`src/rtl/dest_tracker.sv`:
```
// Destination-register tracker for a 5-stage pipeline: follows the EX/MEM/WB
// write destinations and derives load-use stall, forwarding selects and WB write port.
module dest_tracker (
  input  logic       clk,
  input  logic       rst_n,
  input  logic       issue_valid,
  input  logic [4:0] issue_rtd,
  input  logic       issue_regwrite,
  input  logic       issue_memtoreg,
  input  logic       flush,
  input  logic [4:0] src_rs,
  input  logic [4:0] src_rt,
  input  logic       use_rs,
  input  logic       use_rt,
  output logic       stall,
  output logic [1:0] fwd_rs,
  output logic [1:0] fwd_rt,
  output logic       wb_we,
  output logic [4:0] wb_addr,
  output logic [1:0] pending
);

  typedef struct packed {
    logic       valid;
    logic [4:0] rtd;
    logic       regwrite;
    logic       memtoreg;
  } slot_t;

  localparam logic [1:0] SEL_RF  = 2'b00;
  localparam logic [1:0] SEL_EX  = 2'b01;
  localparam logic [1:0] SEL_MEM = 2'b10;
  localparam logic [1:0] SEL_WB  = 2'b11;

  slot_t ex_q, mem_q, wb_q;

  // Register 0 is hard-wired, so a slot targeting it never counts as a writer.
  function automatic logic writes(input slot_t s, input logic [4:0] r);
    return s.valid && s.regwrite && (s.rtd == r) && (r != 5'd0);
  endfunction

  function automatic logic [1:0] fwd_sel(input slot_t ex, input slot_t mem, input slot_t wb,
                                         input logic [4:0] src, input logic use_src);
    if (!use_src)            return SEL_RF;
    if (writes(ex, src))     return ex.memtoreg ? SEL_RF : SEL_EX;
    if (writes(mem, src))    return SEL_MEM;
    if (writes(wb, src))     return SEL_WB;
    return SEL_RF;
  endfunction

  logic ex_load_hit;
  logic ex_cnt, mem_cnt, wb_cnt;

  always_comb begin
    ex_load_hit = ex_q.memtoreg &&
                  ((use_rs && writes(ex_q, src_rs)) || (use_rt && writes(ex_q, src_rt)));
    stall       = ex_load_hit;
    fwd_rs      = fwd_sel(ex_q, mem_q, wb_q, src_rs, use_rs);
    fwd_rt      = fwd_sel(ex_q, mem_q, wb_q, src_rt, use_rt);
    wb_we       = writes(wb_q, wb_q.rtd);
    wb_addr     = wb_we ? wb_q.rtd : 5'd0;
    ex_cnt      = writes(ex_q, ex_q.rtd);
    mem_cnt     = writes(mem_q, mem_q.rtd);
    wb_cnt      = writes(wb_q, wb_q.rtd);
    pending     = {1'b0, ex_cnt} + {1'b0, mem_cnt} + {1'b0, wb_cnt};
  end

  // NOTE: state registers use non-blocking assignments so every slot samples
  // the pre-edge value of its neighbour; blocking here would collapse the pipe.
  always_ff @(posedge clk) begin
    if (!rst_n) begin
      ex_q  <= '0;
      mem_q <= '0;
      wb_q  <= '0;
    end else begin
      wb_q  <= mem_q;
      mem_q <= ex_q;
      // A stall and a flush in the same cycle still yield a single bubble.
      if (stall || flush)
        ex_q <= '0;
      else
        ex_q <= '{valid: issue_valid, rtd: issue_rtd,
                  regwrite: issue_regwrite, memtoreg: issue_memtoreg};
    end
  end

endmodule

```
`config.mk`:
```
export PLATFORM = sky130hd
export DESIGN_NAME = dest_tracker
export DESIGN_NICKNAME = d
export VERILOG_FILES = /design/src/rtl/dest_tracker.sv
export SDC_FILE = /design/constraint.sdc
export NUM_CORES = 1
export LEC_CHECK = 0
export CORE_UTILIZATION = 45
export DETAILED_ROUTE_END_ITERATION = 8
export GPL_TIMING_DRIVEN = 1
export PLACE_DENSITY = 0.75
export SYNTH_ARGS = -nofsm -noshare
export SYNTH_HDL_FRONTEND = slang
export SYNTH_SLANG_ARGS = --single-unit
```
`constraint.sdc`:
```
create_clock -name clk -period 2 [get_ports clk]
set_input_delay 0.2 -clock clk [delete_from_list [all_inputs] [get_ports clk]]
set_output_delay 0.2 -clock clk [all_outputs]
set_load 0.03 [all_outputs]
```
Fig. 1: run 1, metal layers overlaid
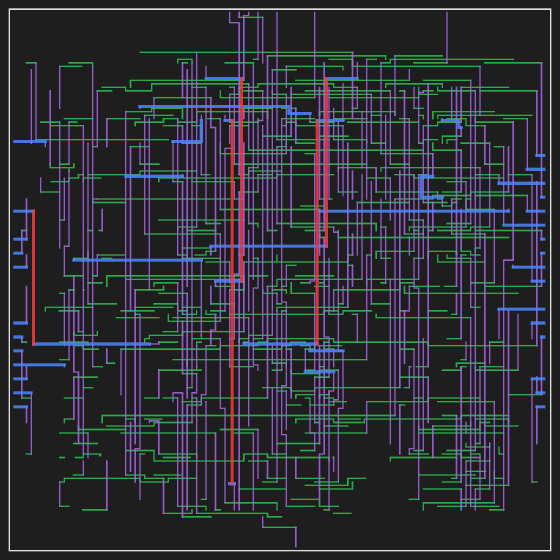
legend:
  red:
    layer: metal 4
    wire_length: 106 um
  blue:
    layer: metal 3
    wire_length: 159 um
  green:
    layer: metal 1
    wire_length: 1470 um
  purple:
    layer: metal 2
    wire_length: 2040 um

Fig. 2: run 1, cell classes on the final placement
Scale bar: 20 um. Fill, decap, tap and diode cells in grey.
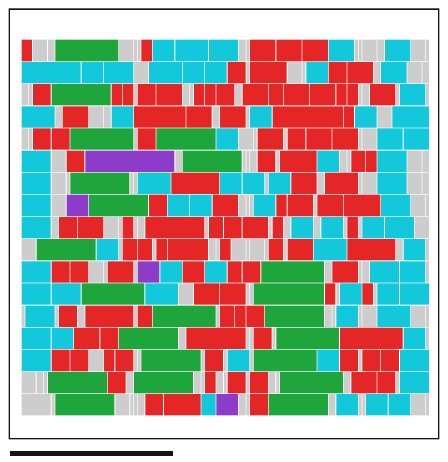
legend:
  red:
    class: combinational and other logic
    cells: 107
    share_of_their_area: 42%
  green:
    class: sequential cells
    cells: 22
    share_of_their_area: 23%
  cyan:
    class: remaining buffers and delay cells
    cells: 70
    share_of_their_area: 32%
  purple:
    class: clock drivers and dummy loads
    cells: 4
    share_of_their_area: 2.7%

Fig. 3: run 1, met1 routing
Supply wires on this layer in grey.
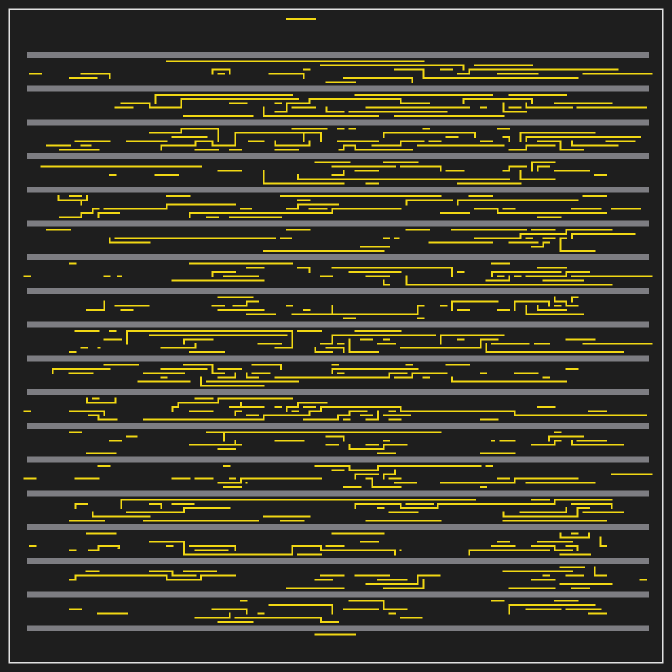
longest straight run: 28.5 um
wire length on this layer: 1470 um
main direction: horizontal
nets with wire on the layer: 209

==> highlights.md, run 1 <==
## Detailed routing
• **total number of vias** 1221
• **1st-iter DRT viols** 26
• **Routed WL** 3770 um
• **amount of wire on met3 after detailed routing** 158 um
• **highest routed metal layer** met4
• **average wire per cell in the routed design** 16.3 um
• **detailed-router iteration count before antenna repair** 4
• **drt drc** 0
• **remaining antenna violation count** 0
• **wire length on met1** 1470 um

## CTS
• **Late-Pin Clk Latency** 0.31 ns
• **deepest level of the CTS H-tree** 1
• **hold-fix buffer count after cts** 0
• **CTS Buffer Depth** 2
• **cts repair resizes** 40
• **Clock Root Buffer** clkbuf_4
• **clk sinks** 22
• **Setup Fix Bufs, Post-CTS** 5
• **CTS Buf Count** 3
• **CTS tree** done

## Run
• **number of maximum-capacitance violations** 0
• **warning total across the stage logs** 28

## Layout
• **biggest regs** ex_q (8), mem_q (7), wb_q (7)
• **most common library cell in the layout ignoring fill and taps** buf_4
• **fraction of area in registers** 22.9%
• **max reg flops** 8
• **count of clock buffers in the final design** 3
• **Non-clock buffering overhead** 31.5%
• **fraction of layout cells with a size suffix above 1** 35.0%
• **signed area change from the synthesized netlist to the final layout** 72.3%
• **ant diodes** 0
• **Sequential Area** 454 um2
• **Cell Count, Final, Fillers Out** 231
• **most numerous logic cells after layout** 33 x buf_4, 20 x clkdlybuf4s50_1, 19 x xor2_1, 14 x and2_1, 13 x dfxtp_1
• **number of nets at the end of the flow** 228
• **Design Area, Final** 1980 um2
• **number of sequential cells in the layout** 22
• **number of multi-input logic gates** 104
• **dominant class by area** combinational gates
• **area fraction of clock buffers and clock inverters** 2.65%

## Global routing
• **total track usage** 28.7%
• **M1 GR Usage** 29.2%
• **number of global-route vias before repair** 1223
• **total grt overflow** 0
• **peak-usage layer in the global routing report** met2
• **met2 capacity usage during global routing** 58.0%
• **largest net degree at the start of global routing** 15
• **first-pass GRT wire length** 5520 um
• **initial antenna violation count** 0

## Hold path
• **Min-Delay Path Class** input port to flip-flop
• **worst hold stages** 2
• **startpoint of the most critical hold path** issue_valid

## Yosys
• **fraction of the mapped netlist area in compound gates** 5.54%
• **Post-synth EDFFs** 0
• **area share of xor/xnor cells in the synthesized design** 21.3%
• **proportion of netlist area held by the largest area contributor** 38.3%
• **number of cell instances after yosys synthesis** 130
• **Synth Area in Simple Gates** 31.8%
• **yosys stat chip area** 1150 um2
• **Dominant combinational family** simple AND/OR/NAND/NOR gates
• **area of the mapped netlist** 1150 um2
• **top cell type by instance count after synthesis** dfxtp_1
• **count of mapped cells out of synthesis** 130
• **Async S/R FF share, synth** 0%
• **post-synthesis cell type count** 25
• **most common library cells after synthesis** 22 x dfxtp_1, 21 x xor2_1, 14 x and2_1
• **number of register bits inferred by synthesis** 22
• **Post-synth seq share** 38.3%
• **Ys Warns** 0
• **area fraction in mux cells** 0%
• **average instance area after synthesis** 8.85 um2
• **Dominant flop cell** dfxtp_1
• **post-synthesis adder-cell area fraction** 1.74%
• **Post-Synthesis Net Count** 154
• **Area contributors post-synth** dfxtp_1 38%, xor2_1 16%, and2_1 7.6%

## Worst setup path
• **data arrival time at the worst-slack endpoint** 1.94 ns
• **delay contributed by the slowest stage of the critical path** 0.36 ns
• **maximum fanout along the worst path** 3
• **critical path depth in cells** 7
• **worst reg2reg path depth** 7
• **category of the critical setup timing path** flip-flop to primary output
• **reg-to-reg startpoint** ex_q[6]
• **R2R Path End** ex_q[2]
• **termination of the worst setup path** fwd_rs[0]
• **endpoint kind of the worst setup timing path** primary output
• **cell family contributing the most delay on the critical path** simple AND/OR/NAND/NOR gates
• **worst path cell trace** buf_4 > xor2_1 > nor4_2 > nand3_1 > nand2_1 > o22ai_4 > buf_6
• **register-to-register path setup slack** 0.21 ns
• **launching element of the worst setup path** ex_q[6]
• **Startpoint Class** flip-flop
• **critical path required time** 1.80 ns

## Power and ir drop
• **clock network power consumption** 333 uW
• **power density of the placed cells** 485 nW/um2
• **total power consumption of the routed design** 962 uW
• **power attributed to sequential cells** 463 uW
• **share of total power in sequential cells** 48.1%
• **Int Pwr** 746 uW
• **switching power as a share of total power** 22.4%
• **Psw** 216 uW
• **maximum vdd ir drop** 0.547 mV
• **clock share of power** 34.6%
• **Max power group** registers

## Floorplan
• **chip height** 52.6 um
• **tap cells** 28
• **Die Footprint** 2760 um2
• **Core Region** 2320 um2
• **core utilization at floorplan** 49.6%
• **count of pins on the block boundary** 36

## Place
• **Placed Area** 1750 um2
• **count of buffers from port buffering** 35
• **Placed Cells** 221
• **dpl ws** -0.554 ns

## Status
• **outcome** complete, but fails checks
• **violations in the final reports** negative setup slack

## Final timing
• **Slew Viols, Final** 0
• **peak clock frequency supported by timing** 467 MHz
• **hold slack final** 0.438 ns
• **Fin. Hold Viols** 0
• **unrepaired setup endpoints after global routing** true
• **setup-violating endpoint count in the final report** 5
• **final worst path period need** 2.14 ns
• **smallest setup slack after layout** -0.142 ns
• **post-route fraction of the period consumed by the critical path** 107%
• **transition time at the pin with the least slew margin** 0.383 ns
• **Total Neg Setup Slack** -0.385 ns
• **worst setup skew after layout** 0.00659 ns

==> run 2, diff against run 1 <==
--- a/config.mk
+++ b/config.mk
@@ -5,9 +5,13 @@
 export SDC_FILE = /design/constraint.sdc
 export NUM_CORES = 1
 export LEC_CHECK = 0
-export CORE_UTILIZATION = 45
+export CELL_PAD_IN_SITES_DETAIL_PLACEMENT = 1
+export CELL_PAD_IN_SITES_GLOBAL_PLACEMENT = 1
+export CORE_ASPECT_RATIO = 0.5
+export CORE_UTILIZATION = 33
 export DETAILED_ROUTE_END_ITERATION = 8
 export GPL_TIMING_DRIVEN = 1
+export MAX_ROUTING_LAYER = met4
 export PLACE_DENSITY = 0.75
 export SYNTH_ARGS = -nofsm -noshare
 export SYNTH_HDL_FRONTEND = slang
==> highlights.md, run 2 <==
## Power and ir drop
• **maximum vdd ir drop** 0.275 mV
• **total power consumption of the routed design** 1.02 mW
• **power attributed to sequential cells** 462 uW
• **Psw** 222 uW
• **clock share of power** 39.8%
• **power density of the placed cells** 538 nW/um2
• **Int Pwr** 796 uW
• **Max power group** registers
• **share of total power in sequential cells** 45.4%
• **switching power as a share of total power** 21.8%

## Global routing
• **total track usage** 19.7%
• **met2 capacity usage during global routing** 31.4%
• **largest net degree at the start of global routing** 16
• **number of global-route vias before repair** 1082
• **initial antenna violation count** 0

## Yosys
• **Ys Warns** 0
• **Area contributors post-synth** dfxtp_1 38%, xor2_1 16%, and2_1 7.6%
• **Post-synth EDFFs** 0
• **proportion of netlist area held by the largest area contributor** 38.3%
• **Dominant combinational family** simple AND/OR/NAND/NOR gates
• **Synth Area in Simple Gates** 31.8%
• **Async S/R FF share, synth** 0%
• **area share of xor/xnor cells in the synthesized design** 21.3%
• **fraction of the mapped netlist area in compound gates** 5.54%
• **Post-Synthesis Net Count** 154
• **average instance area after synthesis** 8.85 um2
• **number of register bits inferred by synthesis** 22
• **post-synthesis adder-cell area fraction** 1.74%
• **number of cell instances after yosys synthesis** 130
• **count of mapped cells out of synthesis** 130
• **post-synthesis cell type count** 25
• **Dominant flop cell** dfxtp_1
• **top cell type by instance count after synthesis** dfxtp_1
• **Post-synth seq share** 38.3%
• **yosys stat chip area** 1150 um2

## CTS
• **CTS Buffer Depth** 2
• **Clock Root Buffer** clkbuf_8
• **hold-fix buffer count after cts** 0
• **CTS tree** done
• **Late-Pin Clk Latency** 0.26 ns
• **CTS Buf Count** 3

## Floorplan
• **Core Region** 3150 um2
• **count of pins on the block boundary** 36
• **core utilization at floorplan** 36.5%
• **Die Footprint** 3740 um2
• **tap cells** 40
• **chip height** 43.8 um

## Worst setup path
• **Startpoint Class** flip-flop
• **endpoint kind of the worst setup timing path** primary output
• **delay contributed by the slowest stage of the critical path** 0.34 ns
• **maximum fanout along the worst path** 2
• **data arrival time at the worst-slack endpoint** 1.91 ns
• **critical path required time** 1.80 ns
• **worst path cell trace** buf_6 > xor2_2 > nor4_2 > nand4_1 > nand2b_4 > o22ai_4 > buf_6
• **cell family contributing the most delay on the critical path** simple AND/OR/NAND/NOR gates
• **critical path depth in cells** 7
• **launching element of the worst setup path** wb_q[3]
• **category of the critical setup timing path** flip-flop to primary output

## Place
• **count of buffers from port buffering** 35
• **dpl ws** -0.165 ns
• **Placed Area** 1610 um2
• **Placed Cells** 214

## Layout
• **number of nets at the end of the flow** 207
• **fraction of layout cells with a size suffix above 1** 31.9%
• **Design Area, Final** 1890 um2
• **most numerous logic cells after layout** 19 x xor2_1, 17 x clkdlybuf4s50_1, 14 x and2_1, 14 x buf_4, 12 x dfxtp_1
• **number of multi-input logic gates** 104
• **most common library cell in the layout ignoring fill and taps** xor2_1
• **count of clock buffers in the final design** 3
• **Non-clock buffering overhead** 24.2%
• **biggest regs** ex_q (8), mem_q (7), wb_q (7)
• **number of sequential cells in the layout** 22
• **max reg flops** 8
• **dominant class by area** combinational gates
• **fraction of area in registers** 24.5%
• **area fraction of clock buffers and clock inverters** 3.77%
• **Sequential Area** 463 um2
• **ant diodes** 0

## Final timing
• **Total Neg Setup Slack** -0.224 ns
• **peak clock frequency supported by timing** 474 MHz
• **worst setup skew after layout** 0.00591 ns
• **hold slack final** 0.469 ns
• **smallest setup slack after layout** -0.109 ns
• **setup-violating endpoint count in the final report** 4
• **final worst path period need** 2.11 ns
• **unrepaired setup endpoints after global routing** true
• **Slew Viols, Final** 0

## Status
• **outcome** complete, but fails checks
• **violations in the final reports** negative setup slack

## Run
• **warning total across the stage logs** 28

## Detailed routing
• **remaining antenna violation count** 0
• **1st-iter DRT viols** 27
• **Routed WL** 3630 um
• **drt drc** 0
• **total number of vias** 1102
• **amount of wire on met3 after detailed routing** 114 um
• **highest routed metal layer** met4

## Hold path
• **Min-Delay Path Class** flip-flop to flip-flop
• **worst hold stages** 1

Fig. 4: run 2, metal layers overlaid
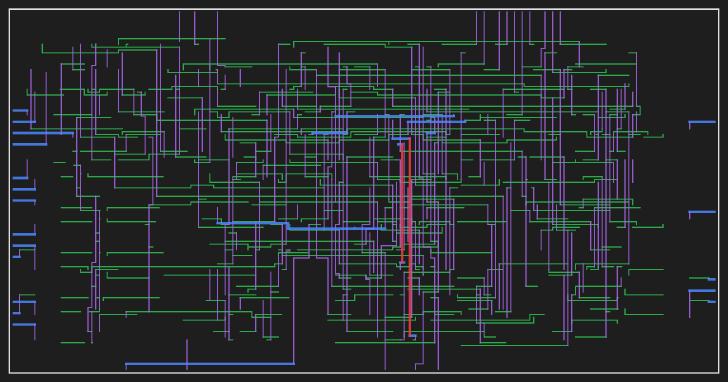
legend:
  purple:
    layer: metal 2
    wire_length: 1680 um
  green:
    layer: metal 1
    wire_length: 1800 um
  blue:
    layer: metal 3
    wire_length: 114 um
  red:
    layer: metal 4
    wire_length: 38.1 um

Fig. 5: run 2, cell classes on the final placement
Scale bar: 20 um. Fill, decap, tap and diode cells in grey.
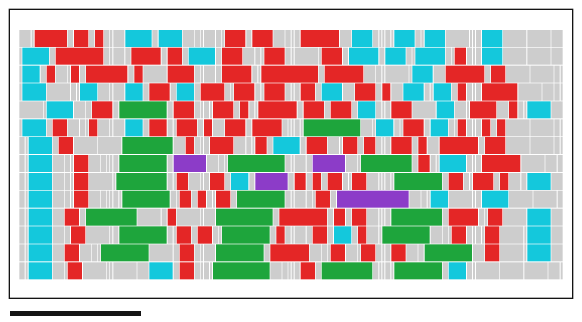
legend:
  red:
    class: combinational and other logic
    cells: 107
    share_of_their_area: 46%
  purple:
    class: clock drivers and dummy loads
    cells: 4
    share_of_their_area: 3.9%
  cyan:
    class: remaining buffers and delay cells
    cells: 49
    share_of_their_area: 25%
  green:
    class: sequential cells
    cells: 22
    share_of_their_area: 25%

==> run 3, diff against run 2 <==
--- a/config.mk
+++ b/config.mk
@@ -10,7 +10,7 @@
 export CORE_ASPECT_RATIO = 0.5
 export CORE_UTILIZATION = 33
 export DETAILED_ROUTE_END_ITERATION = 8
-export GPL_TIMING_DRIVEN = 1
+export GPL_TIMING_DRIVEN = 0
 export MAX_ROUTING_LAYER = met4
 export PLACE_DENSITY = 0.75
 export SYNTH_ARGS = -nofsm -noshare
Fig. 6: run 3, cell classes on the final placement
Scale bar: 20 um. Fill, decap, tap and diode cells in grey.
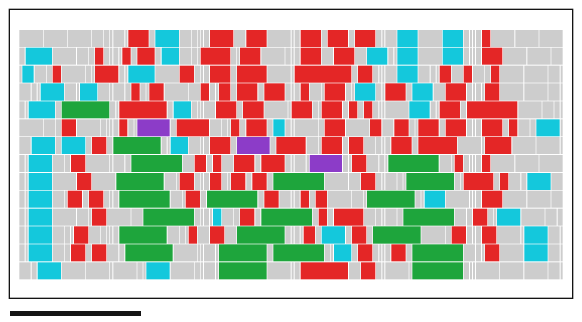
legend:
  red:
    class: combinational and other logic
    cells: 107
    share_of_their_area: 49%
  purple:
    class: clock drivers
    cells: 3
    share_of_their_area: 2.5%
  green:
    class: sequential cells
    cells: 22
    share_of_their_area: 27%
  cyan:
    class: remaining buffers and delay cells
    cells: 39
    share_of_their_area: 21%

==> highlights.md, run 3 <==
## Layout
• **fraction of layout cells with a size suffix above 1** 24.0%
• **number of nets at the end of the flow** 197
• **ant diodes** 0
• **register with the most flip-flops** ex_q
• **fraction of standard cell area in multi-input logic** 46.7%
• **area fraction of clock buffers and clock inverters** 2.42%
• **Non-clock buffering overhead** 20.7%
• **most common library cell in the layout ignoring fill and taps** xor2_1
• **Sequential Area** 454 um2
• **max reg flops** 8
• **dominant class by area** combinational gates
• **Design Area, Final** 1710 um2
• **Cell Count, Final, Fillers Out** 211
• **most numerous logic cells after layout** 20 x xor2_1, 18 x clkdlybuf4s50_1, 14 x and2_1, 12 x and3_1
• **biggest regs** ex_q (8), mem_q (7), wb_q (7)
• **number of multi-input logic gates** 104
• **signed area change from the synthesized netlist to the final layout** 48.4%

## Final timing
• **post-route fraction of the period consumed by the critical path** 97.5%
• **transition time at the pin with the least slew margin** 0.346 ns
• **final worst path period need** 1.95 ns
• **Slew Viols, Final** 0
• **Total Neg Setup Slack** 0 ns
• **Fin. Hold Viols** 0
• **unrepaired setup endpoints after global routing** true
• **smallest setup slack after layout** 0.0491 ns
• **hold slack final** 0.459 ns
• **worst setup skew after layout** 0.000418 ns
• **peak clock frequency supported by timing** 513 MHz
• **setup-violating endpoint count in the final report** 0

## Power and ir drop
• **switching power as a share of total power** 23.3%
• **Max power group** registers
• **clock share of power** 29.9%
• **maximum vdd ir drop** 0.268 mV
• **Int Pwr** 653 uW
• **share of total power in sequential cells** 54.8%
• **total power consumption of the routed design** 852 uW
• **clock network power consumption** 255 uW
• **power attributed to sequential cells** 467 uW

## Worst setup path
• **termination of the worst setup path** fwd_rt[0]
• **register-to-register path setup slack** 0.32 ns
• **worst path cell trace** xor2_1 > nor4_2 > nand3_1 > buf_4 > nor2_1 > o21a_1 > buf_6
• **worst reg2reg path depth** 6
• **R2R Path End** ex_q[3]
• **cell family contributing the most delay on the critical path** simple AND/OR/NAND/NOR gates
• **launching element of the worst setup path** ex_q[4]
• **category of the critical setup timing path** flip-flop to primary output
• **critical path depth in cells** 7
• **endpoint kind of the worst setup timing path** primary output
• **critical path required time** 1.80 ns
• **Startpoint Class** flip-flop
• **reg-to-reg startpoint** ex_q[3]
• **delay contributed by the slowest stage of the critical path** 0.35 ns
• **maximum fanout along the worst path** 4

## Place
• **Placed Cells** 205
• **count of buffers from port buffering** 35
• **Placed Area** 1550 um2
• **dpl ws** -0.761 ns

## Detailed routing
• **wire length on met1** 1670 um
• **average wire per cell in the routed design** 15.8 um
• **detailed-router iteration count before antenna repair** 4
• **total number of vias** 1062
• **amount of wire on met3 after detailed routing** 137 um
• **1st-iter DRT viols** 12
• **remaining antenna violation count** 0
• **drt drc** 0
• **Routed WL** 3330 um
• **highest routed metal layer** met4

## CTS
• **Clock Root Buffer** clkbuf_8
• **CTS Buf Count** 3
• **Late-Pin Clk Latency** 0.25 ns
• **hold-fix buffer count after cts** 0
• **CTS tree** done
• **Setup Fix Bufs, Post-CTS** 2
• **cts repair resizes** 61
• **CTS Buffer Depth** 2
• **clk sinks** 22
• **deepest level of the CTS H-tree** 1

## Hold path
• **startpoint of the most critical hold path** ex_q[7]
• **Min-Delay Path Class** flip-flop to flip-flop
• **worst hold stages** 1

## Floorplan
• **horizontal die dimension** 85.5 um
• **core utilization at floorplan** 36.5%
• **count of pins on the block boundary** 36
• **chip height** 43.8 um
• **Die Footprint** 3740 um2

## Global routing
• **peak-usage layer in the global routing report** met2
• **number of global-route vias before repair** 1041
• **total grt overflow** 0
• **M1 GR Usage** 25.0%
• **total track usage** 19.2%
• **largest net degree at the start of global routing** 12
• **first-pass GRT wire length** 5220 um
• **initial antenna violation count** 0

## Yosys
• **top cell type by instance count after synthesis** dfxtp_1
• **number of register bits inferred by synthesis** 22
• **Dominant combinational family** simple AND/OR/NAND/NOR gates
• **Post-synth seq share** 38.3%
• **Ys Warns** 0
• **area share of xor/xnor cells in the synthesized design** 21.3%
• **post-synthesis adder-cell area fraction** 1.74%
• **Async S/R FF share, synth** 0%
• **area fraction in mux cells** 0%
• **average instance area after synthesis** 8.85 um2
• **Area contributors post-synth** dfxtp_1 38%, xor2_1 16%, and2_1 7.6%
• **Post-Synthesis Net Count** 154
• **post-synthesis cell type count** 25
• **yosys stat chip area** 1150 um2
• **Synth Area in Simple Gates** 31.8%
• **area of the mapped netlist** 1150 um2
• **number of cell instances after yosys synthesis** 130
• **Post-synth EDFFs** 0

## Status
• **outcome** finished clean

Fig. 7: run 3, placement view
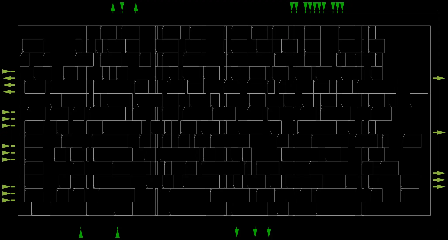
Fillers: 371
fraction of area in registers: 26.6%
tap cells: 40
Core Region: 3150 um2


==> notes/layouts.md <==
Pictures saved along the way, in no particular order.

Signal metal coverage by tile.
shot_01.png
The die is cut into 17 by 9 equal tiles; black is low, pale yellow is high, scaled to the fullest tile. Values are wire area over tile area, all layers added.
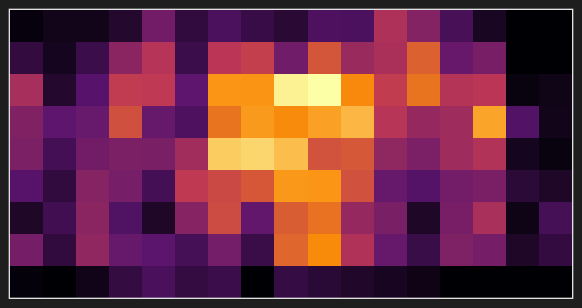
shot_02.png
The die is cut into 17 by 9 equal tiles; black is low, pale yellow is high, scaled to the fullest tile. Values are wire area over tile area, all layers added.
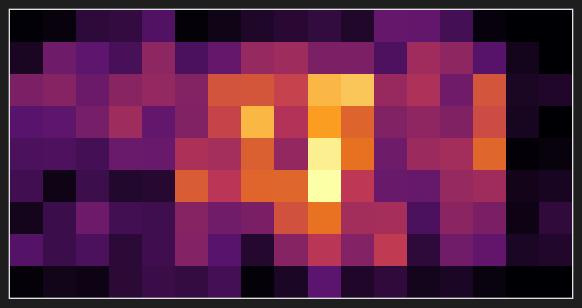
shot_03.png
The die is cut into 11 by 11 equal tiles; black is low, pale yellow is high, scaled to the fullest tile. Values are wire area over tile area, all layers added.
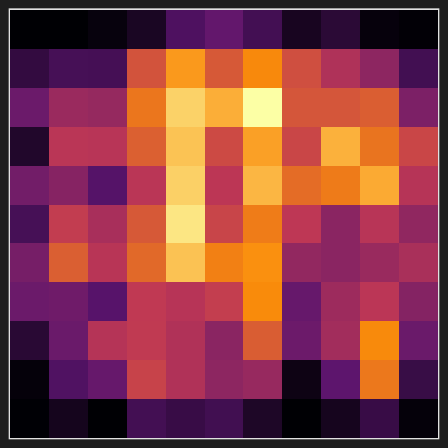
run 3 -> shot_01.png
run 2 -> shot_02.png
run 1 -> shot_03.png

Key to shot_01.png:
emptiest ninth of the die: south-east
nearly empty tiles: 7.8%
tiles over half the peak: 23%
densest ninth of the die: centre
fullest tile: 0.42

Power is estimated from default activity; no workload was simulated.
